--- src/rtl/e2prom_rw_tester.sv ---
// e2prom_rw_tester: writes the address-derived byte pattern to the E2PROM, reads it back and reports pass/fail once after reset
module e2prom_rw_tester #(
  parameter logic [15:0] BYTE_NUM     = 16'd256,
  parameter logic [15:0] WR_WAIT_TIME = 16'd5000
) (
  input  logic        clk,
  input  logic        rst_n,
  output logic        i2c_exec,
  output logic        i2c_rh_wl,
  output logic [15:0] i2c_addr,
  output logic [7:0]  i2c_data_w,
  input  logic [7:0]  i2c_data_r,
  input  logic        i2c_done,
  input  logic        i2c_ack,
  output logic        rw_done,
  output logic        rw_result
);
  typedef enum logic [2:0] {WR_REQ, WR_BUSY, WR_GAP, RD_REQ, RD_BUSY, FINISH} state_t;
  state_t state, next;
  logic [15:0] addr, cnt;
  logic last, gap_end, rd_ok, pass, enter_fin;
  assign last      = addr == BYTE_NUM - 16'd1;
  assign gap_end   = cnt == WR_WAIT_TIME - 16'd1;
  assign rd_ok     = !i2c_ack && i2c_data_r == addr[7:0];
  assign enter_fin = next == FINISH && state != FINISH;
  // The reset state is WR_REQ, so exec is gated to stay low while reset is held
  assign i2c_exec   = rst_n && (state == WR_REQ || state == RD_REQ);
  assign i2c_rh_wl  = state == RD_REQ || state == RD_BUSY;
  assign i2c_addr   = addr;
  assign i2c_data_w = addr[7:0];
  always_ff @(posedge clk or negedge rst_n)
    if (!rst_n) state <= WR_REQ;
    else state <= next;
  always_comb begin
    next = state;
    pass = 1'b0;
    case (state)
      WR_REQ:  next = WR_BUSY;
      WR_BUSY: if (i2c_done) next = i2c_ack ? FINISH : WR_GAP;
      WR_GAP:  if (gap_end) next = last ? RD_REQ : WR_REQ;
      RD_REQ:  next = RD_BUSY;
      RD_BUSY: if (i2c_done) begin
        next = rd_ok && !last ? RD_REQ : FINISH;
        pass = rd_ok && last;
      end
      default: next = FINISH;
    endcase
  end
  always_ff @(posedge clk or negedge rst_n)
    if (!rst_n) begin
      addr      <= 16'd0;
      cnt       <= 16'd0;
      rw_done   <= 1'b0;
      rw_result <= 1'b0;
    end else begin
      cnt     <= state == WR_GAP && !gap_end ? cnt + 16'd1 : 16'd0;
      addr    <= state == WR_GAP && next == RD_REQ ? 16'd0 :
                 (state == WR_GAP && next == WR_REQ) || (state == RD_BUSY && next == RD_REQ) ? addr + 16'd1 : addr;
      rw_done <= enter_fin;
      if (enter_fin) rw_result <= pass;
    end
endmodule

--- config.mk ---
export PLATFORM = sky130hd
export DESIGN_NAME = e2prom_rw_tester
export DESIGN_NICKNAME = d
export VERILOG_FILES = /design/src/rtl/e2prom_rw_tester.sv
export SDC_FILE = /design/constraint.sdc
export NUM_CORES = 1
export LEC_CHECK = 0
export CAP_MARGIN = 25
export CORE_ASPECT_RATIO = 0.8
export CORE_MARGIN = 3
export CORE_UTILIZATION = 39
export CTS_CLUSTER_SIZE = 28
export DETAILED_ROUTE_END_ITERATION = 12
export GPL_ROUTABILITY_DRIVEN = 0
export MAX_ROUTING_LAYER = met4
export SLEW_MARGIN = 20
export SYNTH_ARGS = -nofsm -noshare
export SYNTH_HDL_FRONTEND = slang
export SYNTH_SLANG_ARGS = --single-unit
--- constraint.sdc ---
create_clock -name clk -period 2.3 [get_ports clk]
set_clock_uncertainty 0.15 [all_clocks]
set_input_delay 0.46 -clock clk [delete_from_list [all_inputs] [get_ports clk]]
set_output_delay 0.46 -clock clk [all_outputs]
set_load 0.02 [all_outputs]
run_1/layer_met1.png
Drawn at 6 px/um.
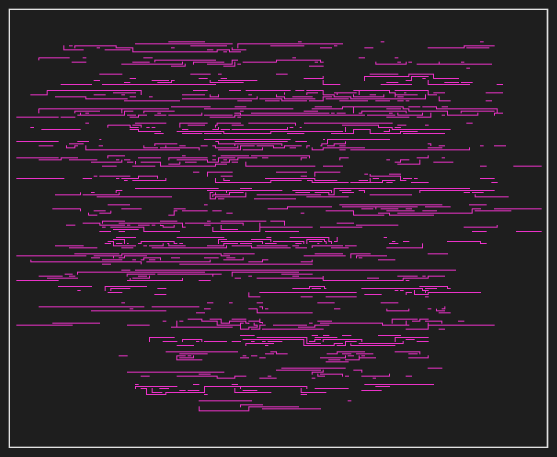
share of all routed wire = 50%
main direction = horizontal
nets with wire on the layer = 304
wire length on this layer = 2,890 um

run_1/sizes.png
Drawn at 4 px/um.
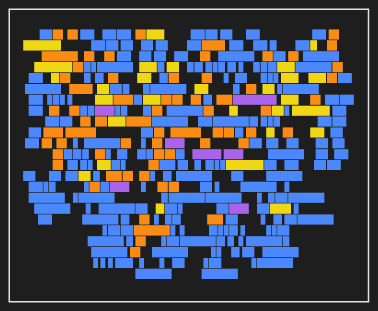
purple -> _6 and larger  # cells 7, share 2.2%, most used clkbuf_8
orange -> _3 and _4 cells  # cells 66, share 21%, most used buf_4
yellow -> _2 cells  # cells 28, share 8.8%, most used o31ai_2
blue -> _0 and _1 cells  # cells 219, share 68%, most used dfrtp_1

run_1/detail.png
Window x 10 to 35, y 42 to 67 um. Cells in grey, sequential cells in the stronger grey; small squares are vias.
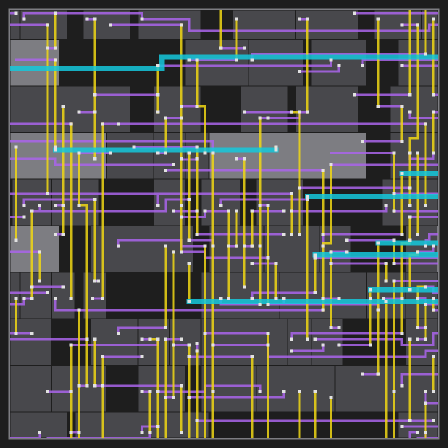
cyan -> metal 3
purple -> metal 1
yellow -> metal 2
sequential cells in the window = 2
netlist names of flops here include = i2c_addr (2)
cells with their middle in the window = 55
most frequent = buf_4 (11), clkdlybuf4s50_1 (6)

run_1/placement_by_type.png
Drawn at 4 px/um.
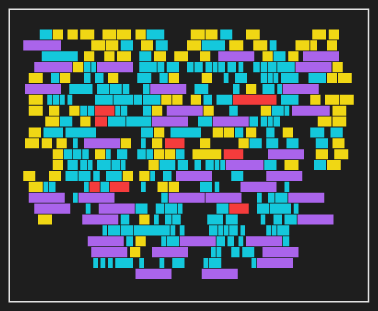
red -> clock drivers and dummy loads  # cells 8
yellow -> remaining buffers and delay cells  # cells 92
purple -> sequential cells  # cells 37
cyan -> combinational and other logic  # cells 183
post-layout util: 0.620
sequential share of cell area: 0.290
Design Area, Final: 0.00321 mm^2
# rows: 23
Core ar.: 0.00518 mm^2

==> results_slide.txt, run 1 <==
Synthesis and Place & Route Summary

Floorplanning
  • Initial core utilization: 0.420
  • Die Span Y: 72.8 um

Setup path
  • Cells on worst reg2reg path: 7
  • Arr. time, crit path: 2.37 ns
  • Max stage delay cell, worst path: dfrtp_2
  • Critical Path RT: 2.38 ns
  • CP startpoint kind: flip-flop

Clock tree
  • CTS tree: yes
  • # resized after CTS: 19
  • Clock slew at reported path FFs: approximately 0.080 ns
  • Clock root buffer: clkbuf_8

Power and ir drop
  • Flop+latch power: 0.652 mW
  • Clk pwr share: 0.443
  • Pint: slightly above 1 mW
  • Net Sw Frac: 0.220

Global routing
  • GRT Overall Usage: 0.193
  • Vias in the first global route: ~1,900
  • Antenna violations before repair: 0

Outcome
  • Status: completed

Synth
  • Post-synth ARST share: 1.00
  • Synth mux share: 0

Cells and area
  • Inserted Diodes: 0
  • Fill count: about 440
  • Finished Layout Cells: 382
  • Buffers excl. clock: 92
  • Most common logic cells in the final layout: 52 x buf_4, 33 x dfrtp_1, 29 x nor2_1, 29 x clkdlybuf4s50_1, 19 x xor2_1
  • Inverter count: 6
  • FF/Latch Area: 931 um^2

Drt
  • Vias per inst: between 5 and 6
  • # DRC: 0
  • Met2 WL: 2560 um

Placement
  • Port bufs: 39
  • Cell Area, Placed: ~0.0028 mm^2
  • DP HPWL: 3900 um
  • Worst slack, placed: -0.391 ns

Timing
  • Achievable Freq: 0.436 GHz
  • Min Hold Slack: about 0.16 ns
==> run 2, diff against run 1 <==
Settings changed: CORE_MARGIN 3 to 2, CTS_CLUSTER_DIAMETER set to 40.
==> run 2 against run 1 <==
  * Flip-flop count stayed put
  * Clock power is about 20% lower
  * Sequential share of layout area is 0.42 points higher
  * Sequential power hardly changed
  * Synthesized cell count stayed put
  * Total power is 8.8% lower
  * Register-to-register slack better by 0.04 ns
  * Cell count is 0.79% lower
  * Critical endpoint unchanged
  * Largest cell class unchanged
==> results_slide.txt, run 2 <==
Synthesis and Place & Route Summary

Cells and area
  • Inverter count: 6 (unchanged)
  • Post-layout util: 0.584 (was 0.620)
  • Sequential share of cell area: 0.294 (was 0.290)
  • Inserted Diodes: 0 (unchanged)
  • Finished Layout Cells: 379 (was 382)
  • Fill count: 464 (was 437)

Drt
  • # DRC: 0 (unchanged)

Placement
  • Worst slack, placed: -0.385 ns (was -0.391 ns)
  • Cell Area, Placed: 0.00286 mm^2 (was 0.00284 mm^2)

Synth
  • Post-synth ARST share: 1.00 (unchanged)
  • Synth mux share: 0 (unchanged)

Setup path
  • Critical Path RT: 2.40 ns (was 2.38 ns)
  • CP startpoint kind: primary input (was flip-flop)
  • Arr. time, crit path: 2.36 ns (was 2.37 ns)
  • Cells on worst reg2reg path: 7 (unchanged)

Floorplanning
  • Core ar.: 0.00541 mm^2 (was 0.00518 mm^2)
  • Die Span Y: 70.8 um (was 72.8 um)
  • # rows: 24 (was 23)

Timing
  • Achievable Freq: 0.441 GHz (was 0.436 GHz)

Power and ir drop
  • Pint: 0.894 mW (was 1.01 mW)
  • Clk pwr share: 0.388 (was 0.443)

Global routing
  • Vias in the first global route: 1,829 (was 1,936)

Clock tree
  • CTS tree: yes (unchanged)

Outcome
  • Status: completed (unchanged)
run_2/placement_by_type.png
Drawn at 4 px/um.
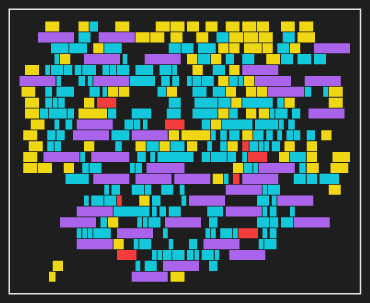
red -> clock drivers and dummy loads  # cells 8
cyan -> combinational and other logic  # cells 183
purple -> sequential cells  # cells 37
yellow -> remaining buffers and delay cells  # cells 86

run_2/detail.png
Window x 9 to 34, y 41 to 66 um. Cells in grey, sequential cells in the stronger grey; small squares are vias.
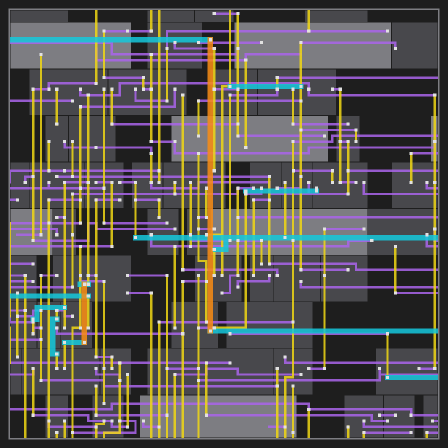
yellow -> metal 2
purple -> metal 1
cyan -> metal 3
orange -> metal 4
cells with their middle in the window = 48
netlist names of flops here include = i2c_addr (5)
sequential cells in the window = 5

run_2/congestion.png
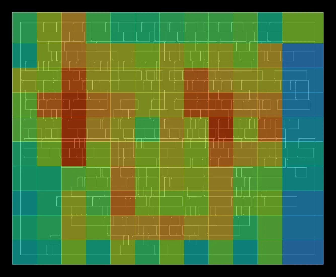
post-DR wirelength/cell: 15.2 um
met3 GRT Util: 0.0525

==> run 3, diff against run 2 <==
Settings changed: SLEW_MARGIN 20 to not set.
Clock period 2.3 ns to 1.92 ns, I/O delays scaled along.
==> run 3 against run 2 <==
  * The run now ends with negative setup slack left
  * Via count rose by 7.4%
  * Flip-flop count stayed put
  * Critical path depth fell by 1
  * Sequential share of layout area fell by 3.6 points
  * Non-clock buffer count increased by 42
  * Utilization rose by 8.2 points
  * Cell count is 11% higher
==> results_slide.txt, run 3 <==
Synthesis and Place & Route Summary

Cells and area
  • Most common logic cells in the final layout: 78 x buf_4, 34 x dfrtp_1, 28 x dlygate4sd2_1 (was 45 x buf_4, 35 x dfrtp_1, 29 x nor2_1)
  • Design Area, Final: 0.00360 mm^2 (was 0.00316 mm^2)
  • Finished Layout Cells: 420 (was 379)
  • Inserted Diodes: 0 (unchanged)
  • FF/Latch Area: 930 um^2 (was 928 um^2)
  • Inverter count: 6 (unchanged)

Synth
  • Post-synth ARST share: 1.00 (unchanged)
  • Synth mux share: 0 (unchanged)

Placement
  • Cell Area, Placed: 0.00316 mm^2 (was 0.00286 mm^2)
  • DP HPWL: 4000 um (was 3950 um)

Clock tree
  • # resized after CTS: 71 (was 12)
  • Clock slew at reported path FFs: 0.08 ns (about the same)
  • CTS tree: yes (unchanged)

Outcome
  • Status: complete, but fails checks (was completed)
  • Failing checks: negative setup slack

Floorplanning
  • Die Span Y: 70.8 um (unchanged)

Setup path
  • Arr. time, crit path: 2.35 ns (was 2.36 ns)
  • CP startpoint kind: flip-flop (was primary input)
  • Max stage delay cell, worst path: dfrtp_2 (was clkdlybuf4s50_1)

Power and ir drop
  • Net Sw Frac: 0.224 (was 0.240)
  • Clk pwr share: 0.401 (was 0.388)
  • Pint: 1.11 mW (was 0.894 mW)

Global routing
  • Vias in the first global route: 2,084 (was 1,829)

Timing
  • Final WS setup: -0.339 ns (was 0.0347 ns)
  • Final setup violating endpoints: 19 (was 0)

Drt
  • Vias per inst: 5.11 (was 5.27)
  • Post-DR wirelength/cell: 14.8 um (was 15.2 um)
  • Met2 WL: 2930 um (was 2470 um)
  • # DRC: 0 (unchanged)
run_3/placement_by_type.png
Drawn at 4 px/um.
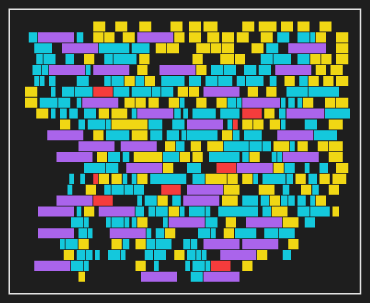
red -> clock drivers and dummy loads  # cells 8
purple -> sequential cells  # cells 37
cyan -> combinational and other logic  # cells 182
yellow -> remaining buffers and delay cells  # cells 128
# rows: 24
sequential share of cell area: 0.258

run_3/congestion.png
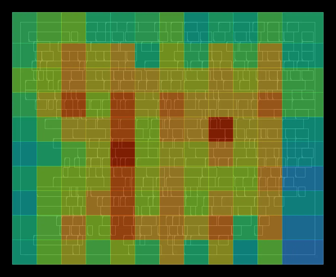
post-layout util: 0.666
met2 Usage GRT: 0.310
GRT busiest layer: met2

run_3/layer_met1.png
Drawn at 6 px/um.
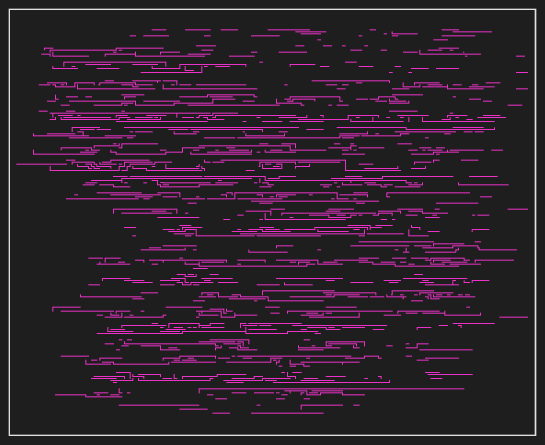
longest straight run = 44.2 um
nets with wire on the layer = 342
main direction = horizontal
wire length on this layer = 2,970 um

No activity file was given, so power comes from the tool's default toggle rates.
